File: src/rtl/cdb_wb_arbiter_if.sv
// Bundle of FU request and CDB broadcast signals for cdb_wb_arbiter.
// The master modport drives requests; the slave modport is the arbiter.
interface cdb_wb_arbiter_if #(
    parameter int unsigned NUM_REQ    = 4,
    parameter int unsigned DATA_WIDTH = 32,
    parameter int unsigned SRC_W      = (NUM_REQ > 1) ? $clog2(NUM_REQ) : 1
);
    logic [NUM_REQ-1:0]            req_v_i;
    logic [NUM_REQ*DATA_WIDTH-1:0] req_data_i;
    logic [NUM_REQ-1:0]            req_ready_o;
    logic                          cdb_v_o;
    logic [DATA_WIDTH-1:0]         cdb_data_o;
    logic [SRC_W-1:0]              cdb_src_o;

    modport master (
        output req_v_i,
        output req_data_i,
        input  req_ready_o,
        input  cdb_v_o,
        input  cdb_data_o,
        input  cdb_src_o
    );

    modport slave (
        input  req_v_i,
        input  req_data_i,
        output req_ready_o,
        output cdb_v_o,
        output cdb_data_o,
        output cdb_src_o
    );
endinterface

File: src/rtl/cdb_wb_arbiter.sv
// Round-robin CDB writeback arbiter with a one-entry holding slot per FU.
// Define CDB_ARB_FLUSH_EN to add the synchronous flush_i squash port.
module cdb_wb_arbiter #(
    parameter int unsigned NUM_REQ    = 4,
    parameter int unsigned DATA_WIDTH = 32
) (
    input logic             clk_i,
    input logic             reset_i,
`ifdef CDB_ARB_FLUSH_EN
    input logic             flush_i,
`endif
    cdb_wb_arbiter_if.slave wb_if
);
    localparam int unsigned SRC_W = (NUM_REQ > 1) ? $clog2(NUM_REQ) : 1;

    logic [NUM_REQ-1:0]    r_slot_v;
    logic [DATA_WIDTH-1:0] r_slot_data [NUM_REQ];
    logic [SRC_W-1:0]      r_rr_ptr;
    logic                  r_cdb_v;
    logic [DATA_WIDTH-1:0] r_cdb_data;
    logic [SRC_W-1:0]      r_cdb_src;

    logic [NUM_REQ-1:0]    w_grant;
    logic [NUM_REQ-1:0]    w_ready;
    logic [NUM_REQ-1:0]    w_accept;
    logic                  w_any_grant;
    logic [SRC_W-1:0]      w_win_idx;
    logic [SRC_W-1:0]      w_ptr_next;
    logic [DATA_WIDTH-1:0] w_win_data;
    logic                  w_flush;

`ifdef CDB_ARB_FLUSH_EN
    assign w_flush = flush_i;
`else
    assign w_flush = 1'b0;
`endif

    // Pass 0 scans slots at or above rr_ptr, pass 1 wraps to the ones below it.
    always_comb begin
        w_grant     = '0;
        w_any_grant = 1'b0;
        w_win_idx   = '0;
        w_win_data  = '0;
        for (int unsigned pass = 0; pass < 2; pass++) begin
            for (int unsigned i = 0; i < NUM_REQ; i++) begin
                if (!w_any_grant && r_slot_v[i] &&
                    ((pass == 0) == (32'(r_rr_ptr) <= i))) begin
                    w_any_grant = 1'b1;
                    w_grant[i]  = 1'b1;
                    w_win_idx   = SRC_W'(i);
                    w_win_data  = r_slot_data[i];
                end
            end
        end
    end

    always_comb begin
        if (w_win_idx == SRC_W'(NUM_REQ - 1)) begin
            w_ptr_next = '0;
        end else begin
            w_ptr_next = w_win_idx + SRC_W'(1);
        end
    end

    assign w_ready  = (~r_slot_v | w_grant) & ~{NUM_REQ{w_flush}};
    assign w_accept = wb_if.req_v_i & w_ready;

    // A granted slot accepting on the same edge reloads rather than clears.
    always_ff @(posedge clk_i or posedge reset_i) begin
        if (reset_i) begin
            r_slot_v <= '0;
            for (int unsigned i = 0; i < NUM_REQ; i++) begin
                r_slot_data[i] <= '0;
            end
        end else if (w_flush) begin
            r_slot_v <= '0;
        end else begin
            for (int unsigned i = 0; i < NUM_REQ; i++) begin
                if (w_accept[i]) begin
                    r_slot_v[i]    <= 1'b1;
                    r_slot_data[i] <= wb_if.req_data_i[i*DATA_WIDTH +: DATA_WIDTH];
                end else if (w_grant[i]) begin
                    r_slot_v[i]    <= 1'b0;
                end
            end
        end
    end

    always_ff @(posedge clk_i or posedge reset_i) begin
        if (reset_i) begin
            r_cdb_v    <= 1'b0;
            r_cdb_data <= '0;
            r_cdb_src  <= '0;
            r_rr_ptr   <= '0;
        end else if (w_flush) begin
            r_cdb_v    <= 1'b0;
            r_rr_ptr   <= '0;
        end else if (w_any_grant) begin
            r_cdb_v    <= 1'b1;
            r_cdb_data <= w_win_data;
            r_cdb_src  <= w_win_idx;
            r_rr_ptr   <= w_ptr_next;
        end else begin
            r_cdb_v    <= 1'b0;
        end
    end

    assign wb_if.req_ready_o = w_ready;
    assign wb_if.cdb_v_o     = r_cdb_v;
    assign wb_if.cdb_data_o  = r_cdb_data;
    assign wb_if.cdb_src_o   = r_cdb_src;

endmodule

File: src/flat_wrapper.sv
// flat-port wrapper written by rule: the top's interface ports become plain ports
module cdb_wb_arbiter_flat 
#(
    parameter int unsigned NUM_REQ    = 4,
    parameter int unsigned DATA_WIDTH = 32
)
  (clk_i, reset_i, wb_if_req_v_i, wb_if_req_data_i, wb_if_req_ready_o, wb_if_cdb_v_o, wb_if_cdb_data_o, wb_if_cdb_src_o);
  cdb_wb_arbiter_if #(.NUM_REQ(NUM_REQ), .DATA_WIDTH(DATA_WIDTH)) wb_if_i ();
  input logic clk_i;
  input logic reset_i;
  input wire logic [$bits(wb_if_i.req_v_i)-1:0] wb_if_req_v_i;
  input wire logic [$bits(wb_if_i.req_data_i)-1:0] wb_if_req_data_i;
  output wire logic [$bits(wb_if_i.req_ready_o)-1:0] wb_if_req_ready_o;
  output wire logic [$bits(wb_if_i.cdb_v_o)-1:0] wb_if_cdb_v_o;
  output wire logic [$bits(wb_if_i.cdb_data_o)-1:0] wb_if_cdb_data_o;
  output wire logic [$bits(wb_if_i.cdb_src_o)-1:0] wb_if_cdb_src_o;
  assign wb_if_i.req_v_i = wb_if_req_v_i;
  assign wb_if_i.req_data_i = wb_if_req_data_i;
  assign wb_if_req_ready_o = wb_if_i.req_ready_o;
  assign wb_if_cdb_v_o = wb_if_i.cdb_v_o;
  assign wb_if_cdb_data_o = wb_if_i.cdb_data_o;
  assign wb_if_cdb_src_o = wb_if_i.cdb_src_o;
  cdb_wb_arbiter #(.NUM_REQ(NUM_REQ), .DATA_WIDTH(DATA_WIDTH)) u_core (.clk_i(clk_i), .reset_i(reset_i), .wb_if(wb_if_i));
endmodule
File: config.mk
export PLATFORM = sky130hd
export DESIGN_NAME = cdb_wb_arbiter_flat
export DESIGN_NICKNAME = d
export VERILOG_FILES = /design/src/rtl/cdb_wb_arbiter_if.sv /design/src/rtl/cdb_wb_arbiter.sv /design/src/flat_wrapper.sv
export SDC_FILE = /design/constraint.sdc
export NUM_CORES = 1
export LEC_CHECK = 0
export CAP_MARGIN = 20
export CORE_MARGIN = 10
export CORE_UTILIZATION = 42
export DETAILED_ROUTE_END_ITERATION = 7
export PLACE_DENSITY_LB_ADDON = 0.3
export SYNTH_ARGS = -nofsm -noshare
export SYNTH_HDL_FRONTEND = slang
export SYNTH_SLANG_ARGS = --single-unit
File: constraint.sdc
create_clock -name clk_i -period 15.1 [get_ports clk_i]
set_input_delay 3.02 -clock clk_i [delete_from_list [all_inputs] [get_ports clk_i]]
set_output_delay 3.02 -clock clk_i [all_outputs]
set_load 0.01 [all_outputs]
==> results_tabular.tex <==
% Yosys + OpenROAD metrics
\begin{tabular}{lr}
\hline
Metric & Value \\
\hline
\multicolumn{2}{l}{\textbf{Run status}} \\
\quad Status & finished clean \\
\multicolumn{2}{l}{\textbf{Synthesis}} \\
\quad Part of the Yosys area used for sequential elements & 48.7\% \\
\quad Cell total in the yosys stat output & 749 \\
\quad Xor-xnor portion of the synthesized cell area & 0\% \\
\quad Dominant register cell in the synthesized netlist & sky130\_fd\_sc\_hd\_\_dfrtp\_1 \\
\quad YS warnings & 0 \\
\quad Number of nets at floorplan & 883 \\
\quad AND/OR/NAND/NOR Cells, Area Fraction & 7.16\% \\
\quad Top cells by area & sky130\_fd\_sc\_hd\_\_dfrtp\_1 49\%, sky130\_fd\_sc\_hd\_\_mux2\_2 16\%, sky130\_fd\_sc\_hd\_\_mux2i\_1 3.7\%, sky130\_fd\_sc\_hd\_\_and3b\_1 3.2\%, sky130\_fd\_sc\_hd\_\_o32ai\_1 3.2\% \\
\quad Post-synthesis async set-or-reset flop share & 100\% \\
\multicolumn{2}{l}{\textbf{Routing}} \\
\quad Routed vias & 6836 \\
\quad Count of TritonRoute iterations in the first routing pass & 5 \\
\quad Mean number of vias per cell & 5.89 \\
\quad Per-cell routed wire length & 22.5 µm \\
\quad Detailed-route wire length & 26100 µm \\
\multicolumn{2}{l}{\textbf{Clock tree}} \\
\quad Count of H-tree levels built during CTS & 4 \\
\quad Clk sinks & 169 \\
\multicolumn{2}{l}{\textbf{Global routing}} \\
\quad Most Used Layer, Global Route & met2 \\
\quad All-Layer GR Usage & 19.5\% \\
\quad First-pass GRT wire length & 41100 µm \\
\quad Largest net degree at the start of global routing & 66 \\
\quad Congestion Overflow GR & 0 \\
\quad Number of global-route vias before repair & 7268 \\
\multicolumn{2}{l}{\textbf{Placement}} \\
\quad Routability Congestion & 0.785 \\
\multicolumn{2}{l}{\textbf{Power and ir drop}} \\
\quad Net load switching power & 0.970 mW \\
\quad Total power density per cell area & 229 nW/µm² \\
\quad Sw frac & 38.1\% \\
\quad Proportion of power drawn by combinational gates & 45.0\% \\
\multicolumn{2}{l}{\textbf{Die}} \\
\quad Site row count & 52 \\
\quad Placeable core region & 20300 µm² \\
\quad Area enclosed by the die boundary & 26800 µm² \\
\multicolumn{2}{l}{\textbf{Final layout}} \\
\quad Ratio of cells with drive above 1 in the final layout & 22.1\% \\
\quad Largest register by flop count & u\_core.r\_slot\_data \\
\quad Number of fill cells in the layout & 1778 \\
\quad Logic Gate Count & 476 \\
\quad \# nets final & 1011 \\
\multicolumn{2}{l}{\textbf{STA}} \\
\quad Fin. max-slew vios & 0 \\
\quad Worst-case headroom to the max-slew limit & 25.7\% \\
\quad Total negative slack for setup checks & 0 ps \\
\quad Portion of the clock cycle consumed by the worst path in the final layout & 38.8\% \\
\multicolumn{2}{l}{\textbf{Critical path}} \\
\quad Cell family with most CP delay & flip-flops \\
\quad Kind of end point of the critical path & primary output \\
\quad Stage delay of the slowest cell on the critical path & 1090 ps \\
\quad Crit Path Max Fanout & 51 \\
\quad Worst flop-to-flop path endpoint & u\_core.wb\_if.cdb\_data\_o[7] \\
\multicolumn{2}{l}{\textbf{Run}} \\
\quad Number of warnings in the stage logs & 26 \\
\multicolumn{2}{l}{\textbf{Min path}} \\
\quad Hold path endpoint & u\_core.r\_slot\_data[2] \\
\quad Worst hold path depth & 1 \\
\hline
\end{tabular}
## how the worst max path moves through the flow
stage | cells past startpoint | slack, ps | end | start
global route | 3 | 9110 | wb_if_req_ready_o[2] | u_core.r_rr_ptr[1]
floorplan | 1 | 7500 | u_core.r_rr_ptr[0] | reset_i
finish | 3 | 9240 | wb_if_req_ready_o[2] | u_core.r_rr_ptr[1]
CTS | 3 | 9240 | wb_if_req_ready_o[2] | u_core.r_rr_ptr[1]
detailed placement | 4 | 9620 | u_core.wb_if.cdb_data_o[8] | reset_i
global placement | 4 | 9650 | u_core.r_slot_data[7] | reset_i
## layer usage
metal	wire length [µm]	vias up
met5	0	-
met4	334	0
met3	1880	27
met2	12600	260
met1	11400	3474
li1	-	3075
Figure 1. Clock wires, drivers and flops.
Scale bar: 50 µm.
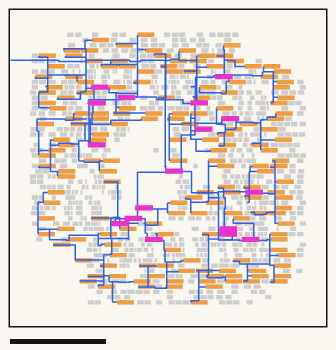
[flip-flops] orange | count: 169
[clock wires] blue | length: 2170 µm
[clock-net drivers] magenta | count: 17
flops lie: all over the die
routed clock nets: 18
Clk power: 0.464 mW
relative contribution of the clock network to total power: 18.2%

Figure 2. Clock nets.
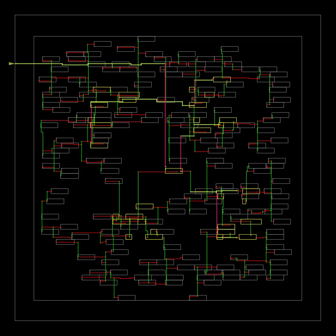
clock buffers created by TritonCTS: 17
maximum clock skew at final layout: 13.1 ps
source-to-sink clock delay at the later pin of the worst-skew pair: 430 ps
flop count: 169
number of clock buffer instances in the layout: 18

Figure 3. Where the registers sit.
Scale bar: 50 µm.
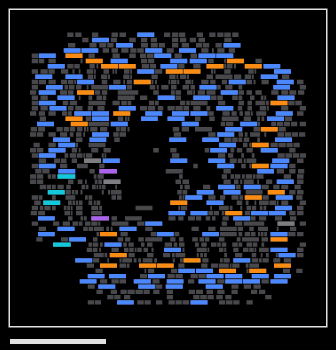
| signal | colour | sequential cells |
|---|---|---|
| u_core.r_slot_v | cyan | 4 |
| u_core.wb_if.cdb_data_o | orange | 32 |
| u_core.r_slot_data | blue | 128 |
| u_core.r_rr_ptr | purple | 2 |
sequential fraction of total cell area: 38.0%
Seq. cell area: 4230 µm²
Sequential Power: 0.935 mW
share of the core filled with cells: 54.8%

Figure 4. Close-up of the layout.
Region (108, 26) to (138, 56) µm. Cells in grey, sequential cells in the stronger grey; small squares are vias.
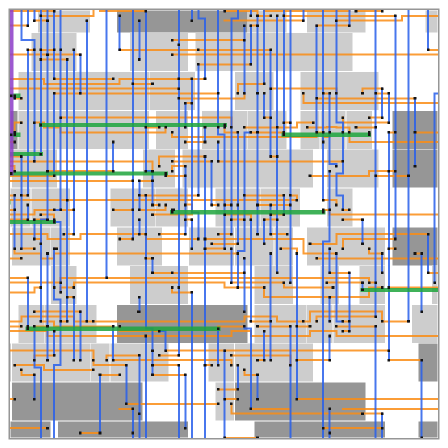
| layer | colour |
|---|---|
| M1 | orange |
| M4 | purple |
| M2 | blue |
| M3 | green |
most frequent: o21ai_0 (8), mux2i_1 (5)
cells with their middle in the window: 55
sequential cells in the window: 4
netlist names of flops here include: u_core.r_slot_data (2), u_core.wb_if.cdb_data_o (2)

Figure 5. Cell sizes after repair.
Scale bar: 50 µm.
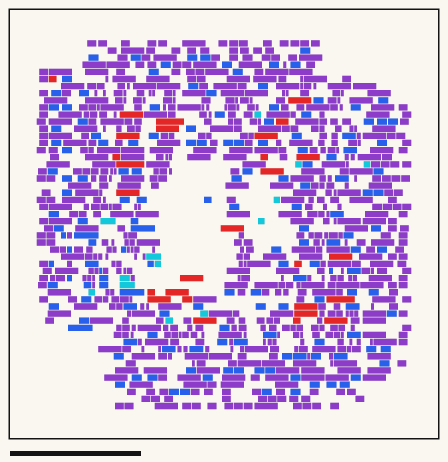
| size | colour | cells |
|---|---|---|
| x6 and larger | red | 28 |
| x2 | blue | 156 |
| x1 and smaller | purple | 693 |
| x3 and x4 | cyan | 13 |
fin area: 11100 µm²
least setup slack across all paths after layout: 9240 ps
non-clock buffer total of the final layout: 177
post-synthesis to final-layout area growth: 28.3%

Power figures rest on the tool's default switching activity, not on a simulated workload.
